==> config.mk <==
export PLATFORM = sky130hd
export DESIGN_NAME = bit_serializer
export DESIGN_NICKNAME = d
export VERILOG_FILES = /design/src/rtl/bit_serializer.sv
export SDC_FILE = /design/constraint.sdc
export NUM_CORES = 1
export LEC_CHECK = 0
export CORE_MARGIN = 5
export CORE_UTILIZATION = 35
export DETAILED_ROUTE_END_ITERATION = 8
export PLACE_DENSITY = 0.58
export SLEW_MARGIN = 20
export SYNTH_ARGS = -nofsm -noshare
export SYNTH_HDL_FRONTEND = slang
export SYNTH_SLANG_ARGS = --single-unit
==> constraint.sdc <==
create_clock -name clk -period 3.58 [get_ports clk]
set_input_delay 0.716 -clock clk [delete_from_list [all_inputs] [get_ports clk]]
set_output_delay 0.716 -clock clk [all_outputs]
set_load 0.02 [all_outputs]
### Placed cells, one color a class

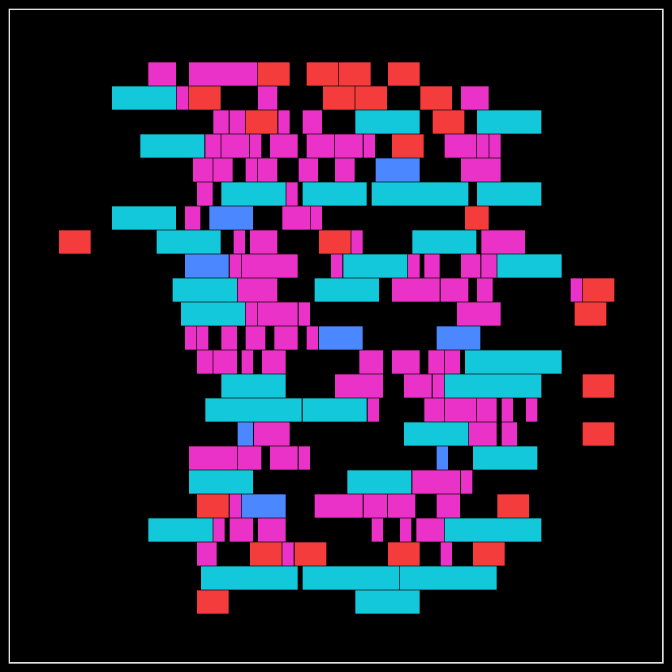
[red] other buffers and delay cells | cells: 25 | share of their area: 14%
[cyan] flops | cells: 31 | share of their area: 41%
[blue] clock drivers and dummy loads | cells: 8 | share of their area: 5.3%
[magenta] combinational and other logic | cells: 97 | share of their area: 39%
number of core rows: 23
placeable core region: 3971 um^2
flip-flop and latch share of the layout cell area: 39.44%
final core area utilization: 44.74%

### Register map, names as in the netlist

Other sequential cells in the stronger gray, the rest of the logic in the fainter gray.
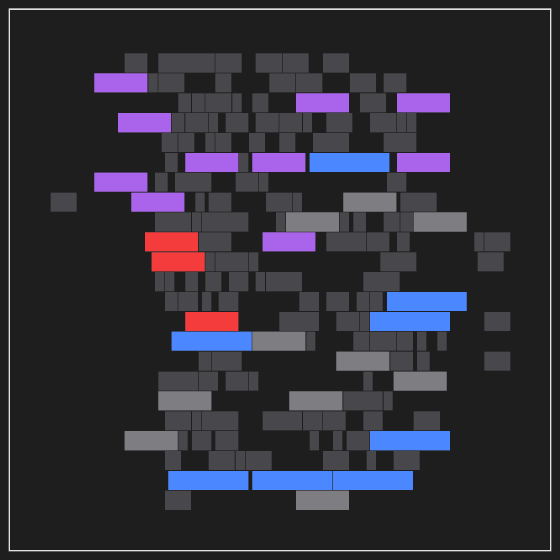
[blue] r_hold | sequential cells: 8
[purple] words_sent | sequential cells: 10
[red] r_cnt | sequential cells: 3
not colored: 10
Flop+latch power: 381 uW
Sequential Area: 700.7 um^2

### Clock network drawn from the DEF

Bar = 20 um.
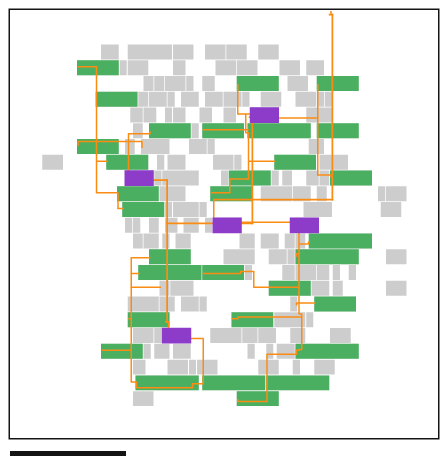
[purple] clock drivers | count: 5
[orange] clock wires | length: 412 um
[green] flip-flops | count: 31
routed clock nets: 6
clock distribution power: 279 uW
clock power share: 37.7%
clock latency of the later-clocked register in the worst-skew pair: 0.28 ns
Post-Route Skew: 0.009360 ns

### Logic cells by family

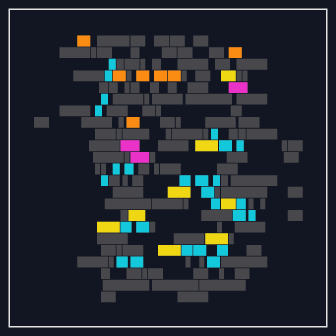
[magenta] adder and majority cells | cells: 3 | most used: ha_1
[cyan] inverting AOI/OAI gates | cells: 26 | most used: a21oi_1
[orange] XOR/XNOR gates | cells: 7 | most used: xor2_1 | where: top middle
[yellow] multiplexers | cells: 8 | most used: mux2_4
multi-input gate share of the layout cell area: 36.48%
post-route non-filler standard cell count: 211
most common library cell in the layout ignoring fill and taps: sky130_fd_sc_hd__clkdlybuf4s50_1

### Clock routing

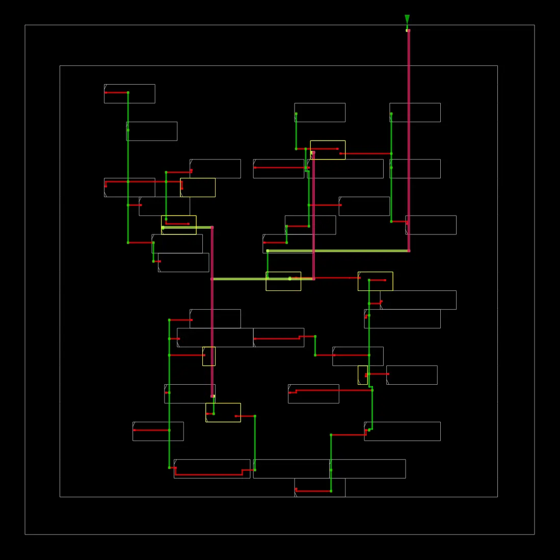
clock sinks: 31
count of flip-flops and latches: 31

==> run summary <==
Physical implementation status

The flow ran to the end, and the final reports show no timing, DRC or antenna violations. TritonCTS created 5 clock buffers. The pin closest to its max-slew limit shows a slew of 0.8417 ns. The total I/O pin count stands at 25. The number of buffers added to fix hold violations after cts stands at 0.

The count of final setup violators stands at 0. The register with the most flip-flops in the layout has 10 of them. The number of hold violations in the final report stands at 0. Of all nets on the critical path, the largest fanout is 10. The pre-CTS setup slack stands at 0.9959 ns. The initial antenna violation count stands at 0.

Per the layout area report, the combinational gate area comes to 648.1 um^2. Per the synth stats, the flop cell with the highest instance count is sky130_fd_sc_hd__dfxtp_1. The xor and xnor fraction of the mapped netlist area stands at 4.291%. The number of nets produced by synthesis stands at 150. According to the dpl log, the detail-placed design has an HPWL of 2197 um. For this floorplan the total number of well-tap instances is 50.

The cell that appears most often on the critical path is sky130_fd_sc_hd__ha_1. Per the detail_route report, DRC violations left total 0. After detailed routing, no signal wire sits above met4. In this run the worst hold path is classified as flop to flop. In the post-synthesis netlist, the cell with the most instances is sky130_fd_sc_hd__dfxtp_1. The maximum number of pins on one net before global-route repair stands at 24. The portion of total power attributed to combinational logic stands at 10.8%. The count of distinct cell types in the synthesized netlist stands at 38. The worst ir drop on vdd stands at 0.1652 mV.

Per the placement report, the placed cell count is 203. The final antenna diode tally reported by the flow is 0. The largest cell class by area is sequential cells. Of all flip-flops after synthesis, the portion carrying an async set or reset was 0%. Dividing the detail-routed via count by the number of cells gives 5.038. The placement summary gives the final routability congestion estimate as 0.7796. The number of multi-input combinational cells stands at 90. The number of buffers and inverters on the critical path stands at 1. In this run, synthesis inferred 8 flip-flops with an integrated enable. The number of warning messages in the logs stands at 26. From synthesis to final layout, the design area changed by 24.34%.

The layout summary lists the proportion of cells stronger than drive strength 1 as 11.80%. According to the timing report, the data required time at the worst endpoint equals 2.86 ns. The setup slack of the most critical reg-to-reg path stands at 1.49 ns. The most common logic cells in the final layout are sky130_fd_sc_hd__clkdlybuf4s50_1 (24), sky130_fd_sc_hd__dfxtp_1 (23), sky130_fd_sc_hd__nor2_1 (20). The count of pins over their slew limit stands at 0. Per the summary, power density relative to cell area is 416.9 nW/um^2. The smallest setup slack after layout stands at 0.7058 ns.

Per the CTS log, the root buffer master is sky130_fd_sc_hd__clkbuf_8. CTS reports a maximum clock tree buffer depth of 2. In the detailed route, the total length drawn on met2 is 1474 um.

Per the timing report, the achievable frequency comes out to 347.9 MHz. The non-clock inverters instantiated in the layout total 7. Broken down by cell family, the worst path's largest delay share belongs to buffers and inverters. The cell area after layout stands at 1777 um^2.

According to the report, the first pass of detailed routing completed in 4 iterations. The worst setup path is captured at an output port. The proportion of cell area spent on the clock network stands at 5.141%. On the final layout, the worst hold slack is 0.5319 ns. Input and output buffers added on the ports amount to 24. Multiplexer cells account for 7.443% of the synthesized area. The final layout net count stands at 174. The count of filler cells inserted in the layout stands at 377. The effective utilization at floorplan stands at 35.98%. Summing over every cut layer, the via total after detailed routing is 1063. The detail route stage leaves a number of antenna-violating nets equal to 0. The STA report counts the stages on the worst setup path as 4.

Summed over its instances, the top area cell type makes up 32.22% of the synthesized netlist area. Per the breakdown, switching nets consume 23.14% of all power. A synthesized cell averages 10.51 um^2. Wire segments on met3 add up to 152 um in the final route. The worst setup path is launched from a flop. The post-detailed-routing wire length stands at 3103 um. The count of instances resized after the clock tree is built stands at 0. The switching component of the power was reported as 171.4 uW. The worst stage delay on the critical path stands at 0.66 ns. Yosys reports a chip area of 1429 um^2. The number of H-tree levels stands at 2. The timing report shows that the slowest cell on the worst path is sky130_fd_sc_hd__clkdlybuf4s50_1. The horizontal die dimension reported for this design is 73.90 um.

The design internal power stands at 569.4 uW. In this run the static leakage power is 0.0006655 uW. The number of stages on the worst hold path stands at 2.

For reference, the most critical setup path is categorized as flop to output port. At the worst endpoint, the arrival time is 2.16 ns. The fraction of the yosys area taken by sequential cells stands at 49.04%. In this run the post-CTS setup repair buffer count came out at 0. Counting instances in the post-synthesis netlist gives the leading cell types as sky130_fd_sc_hd__dfxtp_1 (23), sky130_fd_sc_hd__nor2_1 (20), sky130_fd_sc_hd__edfxtp_1 (8). According to the floorplan report, the die height is 73.90 um.
-- cell families after synthesis --
family | Yosys count
compound gates | 26
xor+xnor | 7
fa+ha+maj | 3
buf+inv | 15
flops | 31
mux | 8
simple gates | 46
-- routing by layer --
metal	up-vias	track usage [%]
li1	531	-
met1	496	15.00
met2	29	18.60
met3	7	3.420
met4	0	6.640
met5	-	0
-- power by group through the flow --
stage | logic (uW) | clock network, uW | registers, uW
floorplan | 56.2 | 0 | 387
global placement | 79.0 | 0 | 388
detailed placement | 80.9 | 0 | 389
CTS | 81.1 | 287 | 381
global route | 87.4 | 303 | 383
finish | 80.3 | 279 | 381
Power figures rest on the tool's default switching activity, not on a simulated workload.
